### config.mk
export PLATFORM = sky130hd
export DESIGN_NAME = program_sequencer_flat
export DESIGN_NICKNAME = d
export VERILOG_FILES = /design/src/rtl/program_sequencer_if.sv /design/src/rtl/program_sequencer.sv /design/src/flat_wrapper.sv
export SDC_FILE = /design/constraint.sdc
export NUM_CORES = 1
export LEC_CHECK = 0
export CORE_MARGIN = 2
export CORE_UTILIZATION = 54
export CTS_CLUSTER_DIAMETER = 30
export DETAILED_ROUTE_END_ITERATION = 8
export GPL_TIMING_DRIVEN = 1
export PLACE_DENSITY_LB_ADDON = 0.25
export SLEW_MARGIN = 30
export SYNTH_ARGS = -nofsm -noshare
export SYNTH_HDL_FRONTEND = slang
export SYNTH_SLANG_ARGS = --single-unit
### constraint.sdc
create_clock -name clk -period 2.4 [get_ports clk]
set_input_delay 0.36 -clock clk [delete_from_list [all_inputs] [get_ports clk]]
set_output_delay 0.36 -clock clk [all_outputs]
set_load 0.1 [all_outputs]
### src/rtl/program_sequencer_if.sv
// Bus bundle between the program sequencer, its instruction ROM and the processor core.
// The sequencer drives the master modport; the ROM and processor side use the slave modport.
interface program_sequencer_if #(
    parameter int ADDR_W = 5
);
    // ROM: mem_rd is high for exactly one cycle per fetch, and mem_data must be valid
    // on the following cycle. Processor: proc_run_n is low for exactly one cycle per
    // instruction, proc_din is stable from that cycle until proc_done, and proc_done
    // is a single-cycle completion strobe that is only honoured while executing.
    logic [ADDR_W-1:0] mem_addr;
    logic              mem_rd;
    logic [15:0]       mem_data;
    logic [15:0]       proc_din;
    logic              proc_run_n;
    logic              proc_done;

    modport master (
        output mem_addr, mem_rd, proc_din, proc_run_n,
        input  mem_data, proc_done
    );

    modport slave (
        input  mem_addr, mem_rd, proc_din, proc_run_n,
        output mem_data, proc_done
    );
endinterface

### src/rtl/program_sequencer.sv
// Fetch/issue controller: reads instructions from a 1-cycle ROM, issues them to the processor
// and advances the PC on completion. Define SINGLE_STEP_EN to add step-by-step execution.
module program_sequencer #(
    parameter int                ADDR_W   = 5,
    parameter logic [ADDR_W-1:0] START_PC = '0,
    parameter logic [2:0]        HALT_OP  = 3'b111,
    parameter int                TIMEOUT  = 15
) (
    input  logic                 clk,
    input  logic                 reset_n,
    input  logic                 start,
    input  logic                 stop,
    program_sequencer_if.master  bus,
    output logic [ADDR_W-1:0]    pc_out,
    output logic                 busy,
    output logic                 halted,
    output logic                 error,
`ifdef SINGLE_STEP_EN
    input  logic                 step,
    output logic                 step_wait,
`endif
    output logic [3:0]           state_dbg
);

    typedef enum logic [3:0] {
        IDLE      = 4'd0,
        FETCH     = 4'd1,
        WAIT_MEM  = 4'd2,
        DECODE    = 4'd3,
        ISSUE     = 4'd4,
        EXEC      = 4'd5,
        HALTED    = 4'd6,
        ERROR     = 4'd7
`ifdef SINGLE_STEP_EN
        ,
        STEP_WAIT = 4'd8
`endif
    } state_t;

    state_t            state_q, state_d;
    logic [ADDR_W-1:0] pc_q, pc_d;
    logic [15:0]       instr_q, instr_d;
    logic [15:0]       din_q, din_d;
    logic              stop_pend_q, stop_pend_d;
    logic [7:0]        wait_cnt_q, wait_cnt_d;
    logic [7:0]        wait_inc;
    logic              mem_rd_q;
    logic              run_n_q;
    logic              busy_st;
    logic              start_ok;
`ifdef SINGLE_STEP_EN
    logic              step_q;
    logic              step_rise;
`endif

    always_ff @(posedge clk or negedge reset_n) begin
        if (!reset_n) begin
            state_q     <= IDLE;
            pc_q        <= START_PC;
            instr_q     <= '0;
            din_q       <= '0;
            stop_pend_q <= 1'b0;
            wait_cnt_q  <= '0;
            mem_rd_q    <= 1'b0;
            run_n_q     <= 1'b1;
        end else begin
            state_q     <= state_d;
            pc_q        <= pc_d;
            instr_q     <= instr_d;
            din_q       <= din_d;
            stop_pend_q <= stop_pend_d;
            wait_cnt_q  <= wait_cnt_d;
            // Strobes are registered from the next state so they line up with FETCH/ISSUE.
            mem_rd_q    <= (state_d == FETCH);
            run_n_q     <= (state_d != ISSUE);
        end
    end

`ifdef SINGLE_STEP_EN
    always_ff @(posedge clk or negedge reset_n) begin
        if (!reset_n) begin
            step_q <= 1'b0;
        end else begin
            step_q <= step;
        end
    end

    assign step_rise = step && !step_q;
`endif

    assign busy_st  = (state_q == FETCH) || (state_q == WAIT_MEM) || (state_q == DECODE) ||
                      (state_q == ISSUE) || (state_q == EXEC);
    // stop beats start whenever both arrive in a state that accepts start.
    assign start_ok = start && !stop;
    assign wait_inc = wait_cnt_q + 8'd1;

    always_comb begin
        state_d     = state_q;
        pc_d        = pc_q;
        instr_d     = instr_q;
        din_d       = din_q;
        stop_pend_d = stop_pend_q;
        wait_cnt_d  = wait_cnt_q;

        if (busy_st && stop) begin
            stop_pend_d = 1'b1;
        end

        case (state_q)
            IDLE, HALTED, ERROR: begin
                if (start_ok) begin
                    pc_d        = START_PC;
                    stop_pend_d = 1'b0;
                    state_d     = FETCH;
                end
            end
            FETCH: begin
                state_d = WAIT_MEM;
            end
            WAIT_MEM: begin
                instr_d = bus.mem_data;
                state_d = DECODE;
            end
            DECODE: begin
                if (instr_q[15:13] == HALT_OP) begin
                    state_d = HALTED;
                end else begin
                    din_d   = instr_q;
                    state_d = ISSUE;
                end
            end
            ISSUE: begin
                wait_cnt_d = '0;
                state_d    = EXEC;
            end
            EXEC: begin
                wait_cnt_d = wait_inc;
                // Completion takes priority over a timeout landing in the same cycle.
                if (bus.proc_done) begin
                    pc_d = pc_q + 1'b1;
                    if (stop_pend_q || stop) begin
                        stop_pend_d = 1'b0;
                        state_d     = IDLE;
                    end else begin
`ifdef SINGLE_STEP_EN
                        state_d = STEP_WAIT;
`else
                        state_d = FETCH;
`endif
                    end
                end else if (wait_inc == 8'(TIMEOUT)) begin
                    state_d = ERROR;
                end
            end
`ifdef SINGLE_STEP_EN
            STEP_WAIT: begin
                if (stop) begin
                    state_d = IDLE;
                end else if (step_rise) begin
                    state_d = FETCH;
                end
            end
`endif
            default: begin
                state_d = IDLE;
            end
        endcase
    end

    assign bus.mem_addr   = pc_q;
    assign bus.mem_rd     = mem_rd_q;
    assign bus.proc_din   = din_q;
    assign bus.proc_run_n = run_n_q;

    assign pc_out    = pc_q;
    assign busy      = busy_st;
    assign halted    = (state_q == HALTED);
    assign error     = (state_q == ERROR);
    assign state_dbg = state_q;
`ifdef SINGLE_STEP_EN
    assign step_wait = (state_q == STEP_WAIT);
`endif

endmodule
### src/flat_wrapper.sv
// flat-port wrapper written by rule: the top's interface ports become plain ports
module program_sequencer_flat 
#(
    parameter int                ADDR_W   = 5,
    parameter logic [ADDR_W-1:0] START_PC = '0,
    parameter logic [2:0]        HALT_OP  = 3'b111,
    parameter int                TIMEOUT  = 15
)
  (clk, reset_n, start, stop, pc_out, busy, halted, error, state_dbg, bus_mem_addr, bus_mem_rd, bus_proc_din, bus_proc_run_n, bus_mem_data, bus_proc_done);
  program_sequencer_if #(.ADDR_W(ADDR_W)) bus_i ();
  input  logic clk;
  input  logic reset_n;
  input  logic start;
  input  logic stop;
  output logic [ADDR_W-1:0] pc_out;
  output logic busy;
  output logic halted;
  output logic error;
  output logic [3:0] state_dbg;
  output wire logic [$bits(bus_i.mem_addr)-1:0] bus_mem_addr;
  output wire logic [$bits(bus_i.mem_rd)-1:0] bus_mem_rd;
  output wire logic [$bits(bus_i.proc_din)-1:0] bus_proc_din;
  output wire logic [$bits(bus_i.proc_run_n)-1:0] bus_proc_run_n;
  input wire logic [$bits(bus_i.mem_data)-1:0] bus_mem_data;
  input wire logic [$bits(bus_i.proc_done)-1:0] bus_proc_done;
  assign bus_mem_addr = bus_i.mem_addr;
  assign bus_mem_rd = bus_i.mem_rd;
  assign bus_proc_din = bus_i.proc_din;
  assign bus_proc_run_n = bus_i.proc_run_n;
  assign bus_i.mem_data = bus_mem_data;
  assign bus_i.proc_done = bus_proc_done;
  program_sequencer #(.ADDR_W(ADDR_W), .START_PC(START_PC), .HALT_OP(HALT_OP), .TIMEOUT(TIMEOUT)) u_core (.clk(clk), .reset_n(reset_n), .start(start), .stop(stop), .bus(bus_i), .pc_out(pc_out), .busy(busy), .halted(halted), .error(error), .state_dbg(state_dbg));
endmodule
**PDN straps and rails**

Bar = 20 um. Pins as bars on the die edge.
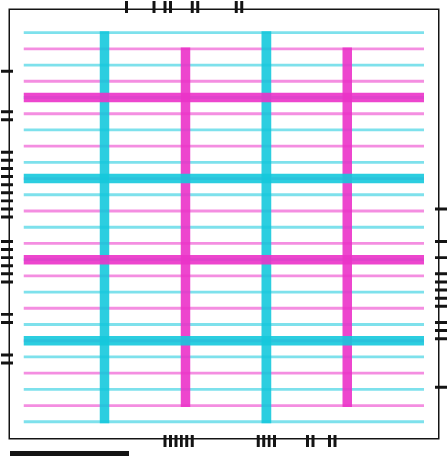
| net | colour |
|---|---|
| VSS | cyan |
| VDD | magenta |
met4 straps: 4
met1 rails: 25
signal pins: 56

**Placed cells, one colour a class**

Bar = 20 um.
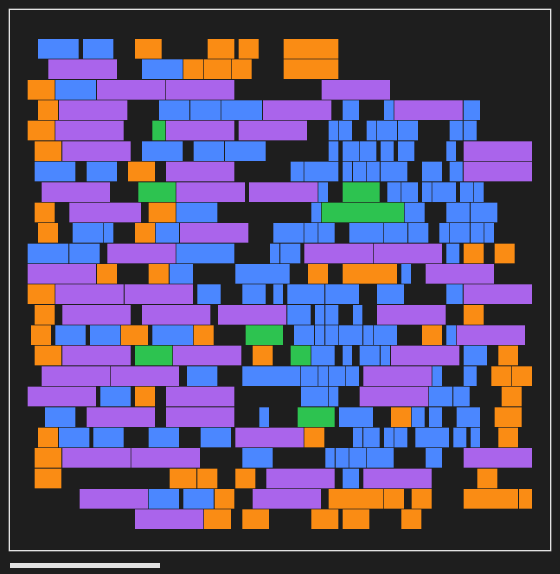
| class | colour | cells | share of their area |
|---|---|---|---|
| flip-flops | purple | 52 | 43% |
| other buffers and delay cells | orange | 59 | 18% |
| clock drivers and dummy loads | green | 8 | 3.7% |
| all other logic | blue | 135 | 35% |

**Clock network drawn from the DEF**

Bar = 20 um.
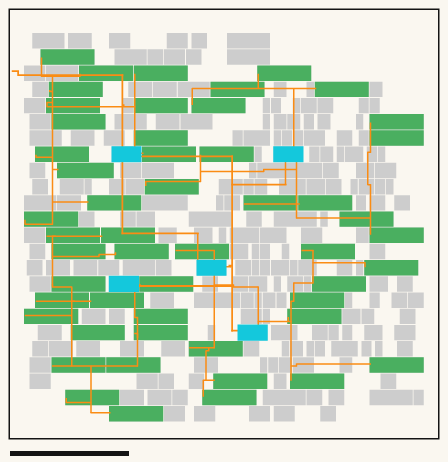
[clock wires] orange | length: 573 um
[cells driving clock nets] cyan | count: 5
[flip-flops] green | count: 52
routed clock nets: 6
flops lie: spread over the die

==> flow_summary.yaml <==
# yosys + openroad results
status:
  status: "finished, final reports clean"
synthesis:
  synthCells: 201
  ff_type: "dfrtp_1"
  mux_share: 0.155
  yosys_area_um2: 2480
  xor_share: 0.0141
route:
  highest_layer: "met4"
  wl_met2_mm: 2.19
  viasPerCell: 5.55
finish:
  syn_to_final_growth_pct: 25.1
  fin_nets: 277
  n_all_inverters: 5
  num-clock-buffers: 5
  diodes: 0
  nMultiInputCombCells: 130
  comb_share: 0.340
clock_network:
  numCtsBuffers: 5
  cts-root-buf: "clkbuf_8"
  hold_buffers: 0
  ctsHtreeMaxLevel: 2
setup_path:
  reg2reg_setup_slack_ps: 480
  path_depth: 3
  crit_required_ps: 2040
  rr_startpoint: "u_core.state_dbg[3]"
  max_stage_delay_ps: 570
  crit_path_start: "u_core.state_dbg[0]"
grt:
  use_met1: 0.252
  grt_pass1_wl_mm: 7.83
worst_hold_path:
  hp-class: "input port to asynchronous set/reset pin"
placed_design:
  place_area_um2: 2990
power_and_ir_drop:
  p_per_area_nw_per_um2: 1060
  p_total_uw: 3290
timing:
  whs_ps: 71.2
  post-route-min-period_ps: 2110
floorplan:
  die_h_um: 71.8
  dieArea_um2: 5160
## cells in the mapped netlist (2+ instances only)
cell	number	area [um^2]
dfrtp_1	51	1280
mux2_2	19	214
nand2_1	16	60.1
mux2_4	10	150
nor2_1	10	37.5
nand3_1	8	40.0
o21ai_0	7	35.0
buf_4	6	45.0
a21oi_1	5	25.0
buf_6	5	56.3
inv_1	4	15.0
nor2b_1	4	25.0
and3_1	3	18.8
ha_1	3	37.5
nand2b_1	3	18.8
o22a_1	3	26.3
xor2_1	3	26.3
and3b_1	2	17.5
clkbuf_1	2	7.51
mux2i_1	2	20.0
o21ai_1	2	10.0
o31ai_1	2	15.0
or3_1	2	12.5
